[src/rtl/centered_check_node_admm.sv]
// Check-node half of a centered ADMM LP decoder: per-edge scaled duals, bisection projection
// onto the centered parity polytope, and m = z - u messages returned to the variable nodes.
module centered_check_node_admm #(
   parameter int unsigned TAG_WIDTH      = 32,
   parameter int unsigned BLOCKLENGTH    = 3,
   parameter int unsigned DATA_WIDTH     = 15,
   parameter int unsigned FRACTION_WIDTH = DATA_WIDTH - 4,
   parameter int unsigned BISECT_ITERS   = FRACTION_WIDTH + 1
) (
   input  logic                              clk,
   input  logic                              reset,
   input  logic                              ready_in,
   input  logic                              valid_in,
   input  logic [TAG_WIDTH-1:0]              tag_in,
   input  logic                              clear_dual,
   input  logic [DATA_WIDTH*BLOCKLENGTH-1:0] data_in,
   output logic                              busy,
   output logic                              ready_out,
   output logic                              valid_out,
   output logic [TAG_WIDTH-1:0]              tag_out,
   output logic                              syndrome_ok,
   output logic [DATA_WIDTH*BLOCKLENGTH-1:0] data_out
);

   localparam int unsigned IW   = DATA_WIDTH + $clog2(BLOCKLENGTH) + 2;
   localparam int unsigned IDXW = $clog2(BLOCKLENGTH);
   localparam int unsigned CW   = $clog2(BISECT_ITERS + 1);
   localparam int unsigned PW   = DATA_WIDTH * BLOCKLENGTH;

   localparam logic signed [IW-1:0] HALF       = IW'(2 ** (FRACTION_WIDTH - 1));
   localparam logic signed [IW-1:0] THREE_HALF = IW'(3 * 2 ** (FRACTION_WIDTH - 1));
   localparam logic signed [IW-1:0] TWO        = IW'(2 ** (FRACTION_WIDTH + 1));
   localparam logic signed [IW-1:0] FACET_RHS  = IW'((BLOCKLENGTH - 2) * 2 ** (FRACTION_WIDTH - 1));
   localparam logic signed [IW-1:0] D_MAX      = IW'(2 ** (DATA_WIDTH - 1) - 1);
   localparam logic signed [IW-1:0] D_MIN      = IW'(-(2 ** (DATA_WIDTH - 1)));

   typedef enum logic [2:0] {S_IDLE, S_CHECK, S_BISECT, S_UPDATE, S_OUT} state_t;

   function automatic logic signed [IW-1:0] clip(input logic signed [IW-1:0] a,
                                                 input logic signed [IW-1:0] lim);
      logic signed [IW-1:0] r;
      r = a;
      if (a > lim)       r = lim;
      else if (a < -lim) r = -lim;
      return r;
   endfunction

   function automatic logic signed [DATA_WIDTH-1:0] sat_dw(input logic signed [IW-1:0] a);
      logic signed [IW-1:0] r;
      r = a;
      if (a > D_MAX)      r = D_MAX;
      else if (a < D_MIN) r = D_MIN;
      return DATA_WIDTH'(r);
   endfunction

   function automatic logic signed [IW-1:0] sext(input logic signed [DATA_WIDTH-1:0] a);
      return IW'(a);
   endfunction

   state_t                        state_q, state_d;
   logic signed [DATA_WIDTH-1:0]  x_q [BLOCKLENGTH];
   logic signed [DATA_WIDTH-1:0]  x_d [BLOCKLENGTH];
   logic signed [DATA_WIDTH-1:0]  u_q [BLOCKLENGTH];
   logic signed [DATA_WIDTH-1:0]  u_d [BLOCKLENGTH];
   logic signed [IW-1:0]          w_q [BLOCKLENGTH];
   logic signed [IW-1:0]          w_d [BLOCKLENGTH];
   logic [BLOCKLENGTH-1:0]        s_q, s_d;
   logic signed [IW-1:0]          lo_q, lo_d, hi_q, hi_d;
   logic [CW-1:0]                 cnt_q, cnt_d;
   logic [TAG_WIDTH-1:0]          tag_q, tag_d, tag_out_q, tag_out_d;
   logic [PW-1:0]                 data_out_q, data_out_d;
   logic                          valid_out_q, valid_out_d;
   logic                          ready_out_q, ready_out_d;
   logic                          busy_q, busy_d;
   logic                          syndrome_ok_q, syndrome_ok_d;

   // CHECK datapath: saturated sums, clipped point, sign vector with parity fix-up
   logic signed [IW-1:0]   w_chk [BLOCKLENGTH];
   logic signed [IW-1:0]   c_chk [BLOCKLENGTH];
   logic signed [IW-1:0]   abs_c [BLOCKLENGTH];
   logic [BLOCKLENGTH-1:0] s_raw, s_chk, x_pos;
   logic [IDXW-1:0]        min_idx;
   logic signed [IW-1:0]   facet_sum;

   always_comb begin
      s_raw     = '0;
      x_pos     = '0;
      min_idx   = '0;
      facet_sum = '0;
      for (int i = 0; i < BLOCKLENGTH; i++) begin
         w_chk[i] = clip(sext(x_q[i]) + sext(u_q[i]), THREE_HALF);
         c_chk[i] = clip(w_chk[i], HALF);
         abs_c[i] = (c_chk[i] < IW'(0)) ? -c_chk[i] : c_chk[i];
         s_raw[i] = c_chk[i] > IW'(0);
         x_pos[i] = x_q[i] > DATA_WIDTH'(0);
      end
      // strict compare keeps the lowest index on ties
      for (int i = 1; i < BLOCKLENGTH; i++) begin
         if (abs_c[i] < abs_c[min_idx]) min_idx = IDXW'(i);
      end
      s_chk = s_raw;
      if (!(^s_raw)) s_chk[min_idx] = ~s_raw[min_idx];
      for (int i = 0; i < BLOCKLENGTH; i++) begin
         facet_sum = s_chk[i] ? facet_sum + c_chk[i] : facet_sum - c_chk[i];
      end
   end

   // BISECT datapath: facet function evaluated at the interval midpoint
   logic signed [IW-1:0] mid, f_sum;
   logic                 bis_feasible;

   always_comb begin
      mid   = (lo_q + hi_q) >>> 1;
      f_sum = '0;
      for (int i = 0; i < BLOCKLENGTH; i++) begin
         if (s_q[i]) f_sum = f_sum + clip(w_q[i] - mid, HALF);
         else        f_sum = f_sum - clip(w_q[i] + mid, HALF);
      end
      bis_feasible = f_sum <= FACET_RHS;
   end

   // UPDATE datapath: hi_q holds beta (zero when the facet test passed)
   logic signed [IW-1:0]         z_upd [BLOCKLENGTH];
   logic signed [DATA_WIDTH-1:0] u_upd [BLOCKLENGTH];
   logic [PW-1:0]                m_upd;

   always_comb begin
      m_upd = '0;
      for (int i = 0; i < BLOCKLENGTH; i++) begin
         z_upd[i] = s_q[i] ? clip(w_q[i] - hi_q, HALF) : clip(w_q[i] + hi_q, HALF);
         u_upd[i] = sat_dw(sext(u_q[i]) + sext(x_q[i]) - z_upd[i]);
         m_upd[DATA_WIDTH*i +: DATA_WIDTH] = sat_dw(z_upd[i] - sext(u_upd[i]));
      end
   end

   // Next-state and register updates
   always_comb begin
      state_d       = state_q;
      x_d           = x_q;
      u_d           = u_q;
      w_d           = w_q;
      s_d           = s_q;
      lo_d          = lo_q;
      hi_d          = hi_q;
      cnt_d         = cnt_q;
      tag_d         = tag_q;
      tag_out_d     = tag_out_q;
      data_out_d    = data_out_q;
      syndrome_ok_d = syndrome_ok_q;
      valid_out_d   = 1'b0;

      case (state_q)
         S_IDLE: begin
            if (clear_dual) begin
               for (int i = 0; i < BLOCKLENGTH; i++) u_d[i] = '0;
            end
            if (valid_in && ready_out_q) begin
               for (int i = 0; i < BLOCKLENGTH; i++) x_d[i] = data_in[DATA_WIDTH*i +: DATA_WIDTH];
               tag_d   = tag_in;
               state_d = S_CHECK;
            end
         end
         S_CHECK: begin
            w_d           = w_chk;
            s_d           = s_chk;
            syndrome_ok_d = ~^x_pos;
            if (facet_sum <= FACET_RHS) begin
               hi_d    = '0;
               state_d = S_UPDATE;
            end else begin
               lo_d    = '0;
               hi_d    = TWO;
               cnt_d   = CW'(BISECT_ITERS - 1);
               state_d = S_BISECT;
            end
         end
         S_BISECT: begin
            if (bis_feasible) hi_d = mid;
            else              lo_d = mid;
            if (cnt_q == '0) state_d = S_UPDATE;
            else             cnt_d   = cnt_q - CW'(1);
         end
         S_UPDATE: begin
            u_d        = u_upd;
            data_out_d = m_upd;
            tag_out_d  = tag_q;
            state_d    = S_OUT;
         end
         S_OUT: begin
            if (valid_out_q && ready_in) state_d = S_IDLE;
            else                         valid_out_d = 1'b1;
         end
         default: state_d = S_IDLE;
      endcase

      ready_out_d = (state_d == S_IDLE);
      busy_d      = (state_d != S_IDLE);
   end

   always_ff @(posedge clk or posedge reset) begin
      if (reset) begin
         state_q       <= S_IDLE;
         for (int i = 0; i < BLOCKLENGTH; i++) begin
            x_q[i] <= '0;
            u_q[i] <= '0;
            w_q[i] <= '0;
         end
         s_q           <= '0;
         lo_q          <= '0;
         hi_q          <= '0;
         cnt_q         <= '0;
         tag_q         <= '0;
         tag_out_q     <= '0;
         data_out_q    <= '0;
         valid_out_q   <= 1'b0;
         ready_out_q   <= 1'b1;
         busy_q        <= 1'b0;
         syndrome_ok_q <= 1'b0;
      end else begin
         state_q       <= state_d;
         x_q           <= x_d;
         u_q           <= u_d;
         w_q           <= w_d;
         s_q           <= s_d;
         lo_q          <= lo_d;
         hi_q          <= hi_d;
         cnt_q         <= cnt_d;
         tag_q         <= tag_d;
         tag_out_q     <= tag_out_d;
         data_out_q    <= data_out_d;
         valid_out_q   <= valid_out_d;
         ready_out_q   <= ready_out_d;
         busy_q        <= busy_d;
         syndrome_ok_q <= syndrome_ok_d;
      end
   end

   assign busy        = busy_q;
   assign ready_out   = ready_out_q;
   assign valid_out   = valid_out_q;
   assign tag_out     = tag_out_q;
   assign syndrome_ok = syndrome_ok_q;
   assign data_out    = data_out_q;

endmodule

[config.mk]
export PLATFORM = sky130hd
export DESIGN_NAME = centered_check_node_admm
export DESIGN_NICKNAME = d
export VERILOG_FILES = /design/src/rtl/centered_check_node_admm.sv
export SDC_FILE = /design/constraint.sdc
export NUM_CORES = 2
export LEC_CHECK = 0
export CORE_MARGIN = 4
export CORE_UTILIZATION = 45
export CTS_CLUSTER_DIAMETER = 150
export DETAILED_ROUTE_END_ITERATION = 10
export GPL_ROUTABILITY_DRIVEN = 0
export GPL_TIMING_DRIVEN = 0
export MAX_ROUTING_LAYER = met4
export PLACE_DENSITY = 0.69
export SLEW_MARGIN = 15
export SYNTH_ARGS = -nofsm -noshare
export SYNTH_HDL_FRONTEND = slang
export SYNTH_SLANG_ARGS = --single-unit
[constraint.sdc]
create_clock -name clk -period 21.9 [get_ports clk]
set_input_delay 2.19 -clock clk [delete_from_list [all_inputs] [get_ports clk]]
set_output_delay 2.19 -clock clk [all_outputs]
set_load 0.02 [all_outputs]
==> images/port_trees.png <==
Bar = 100 um.
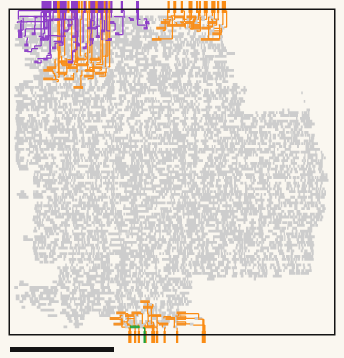
purple -> tag_in  # direction input, edge north, end cells 32, buffers 32, wire 1210 um
green -> busy  # direction output, edge south, end cells 1, buffers 1, wire 8.20 um
orange -> data_out  # direction output, edge 31 north, 14 south, end cells 45, buffers 45, wire 1880 um

==> images/placed.png <==
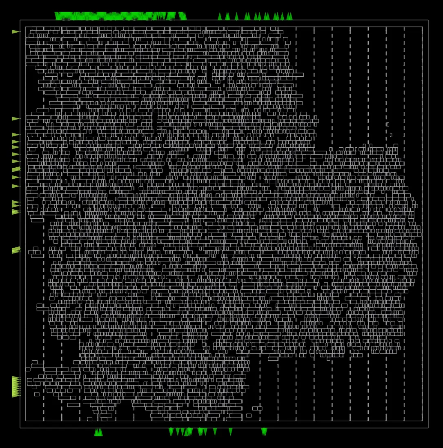
Finished Core Util: 0.504
Tapcell Cnt: 1243
Seq cells: 297
Seq/total area: 0.161

==> images/ff_map.png <==
Bar = 100 um. Other sequential cells in the stronger grey, the rest of the logic in the fainter grey.
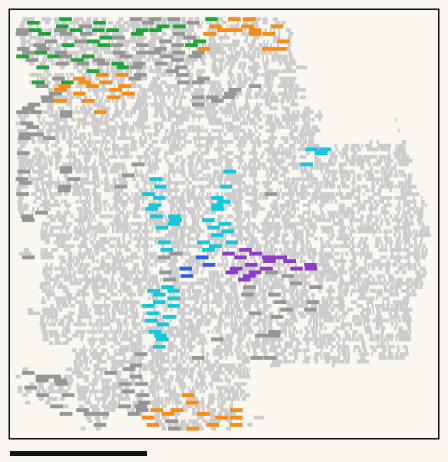
cyan -> w_q  # flops 48
green -> tag_out  # flops 32, where north-west
orange -> data_out  # flops 45
purple -> hi_q  # flops 18, where centre
blue -> cnt_q  # flops 4, where centre

==> images/floorplan.png <==
Bar = 100 um. Pins as bars on the die edge. Tap cells in grey.
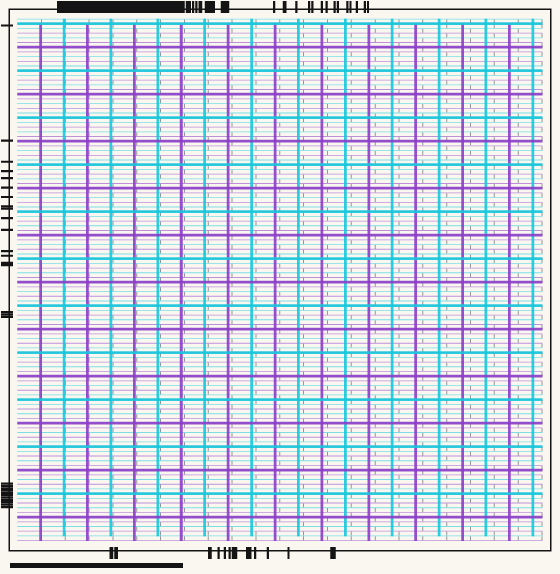
purple -> VSS
cyan -> VDD
met4 straps = 22
tap cells = 1243

==> deck_impl_summary.md <==
Implementation Results

Worst setup path
  • Family with the most delay on the worst path: AND-OR/OR-AND gates
  • Setup crit end: lo_q[8]$_DFFE_PP0P_
  • R2R depth: 68
  • RR Startpoint: u_q[15]$_DFFE_PP0P_
  • WP data arrival: 19.68 ns
  • CP most frequent cell: ha_1
  • Reg2reg end: lo_q[8]$_DFFE_PP0P_
  • Critical path class: reg -> reg
  • Worst reg2reg setup slack: 2.74 ns
  • Critical path launch point type: register

Floorplan
  • Core Area: 0.0918 mm2
  • Die Size: 0.0977 mm2
  • Cell Rows: 111
  • Chip width: 313 um

Logic synthesis
  • Area leader share: 0.177
  • YS chip area: 0.0418 mm2
  • Syn Std Cell Area: 0.0418 mm2
  • Post-synth top cells: ha_1 (530), nand2_1 (506), nor2_1 (491)
  • Cell area leaders: dfrtp_1 (18%), ha_1 (16%), xnor2_1 (6.4%), a21oi_1 (4.8%), nand2_1 (4.5%)
  • Mapped Nets: 6100
  • Basic Gates by Area: 0.215
  • Primary FF master, synth: dfrtp_1
  • XOR/XNOR Area Share: 0.0889
  • Ys cells: 5462
  • Yosys top cell by area: dfrtp_1
  • Register share after synthesis: 0.178
  • Synth Area in Compound Gates: 0.263

Global route
  • Met3 Use GR: 0.0399
  • Met2 Track Usage GR: 0.447
  • Largest net degree at the start of global routing: 87
  • Top Usage Layer GRT: met2
  • GRT overflow: 0
  • Vias in the first global route: 39000

Finish
  • Logic area: 0.0321 mm2
  • Layout cells sized above 1: 0.0500
  • Layout area overhead: 10.9%
  • Nets: 6306
  • Comb area share: 0.693
  • Non-Clock Buffer Count: 381
  • Layout non-clock buf frac: 0.0554
  • Largest Register: w_q
  • Reg area: 0.00743 mm2

Final timing
  • Final min period: 19.16 ns
  • Final setup fails: 0
  • Max_slew headroom: 0.144
  • Final setup TNS: 0 ns
  • Slew Limit Fails: 0

Drt
  • DR WL met3: 13.0 mm
  • Vias: 42900
  • Total Wirelength: 146 mm
  • Initial DRC count: 4187
  • Met1 WL: 61.1 mm
  • Top Metal Used: met4

Run status
  • Status: completed

Placement
  • Placed cell areas: 0.0451 mm2
  • Port bufs: 162
  • # placed instances: 6872

CTS
  • Htree depth: 2
  • CTS buffer count: 37
  • Root Driver: clkbuf_16
  • Post-CTS Hold Fix Bufs: 0

Run
  • Maxcap violations: 0
  • OpenROAD warning count: 138

Min path
  • Hold Crit Class: reg -> reg
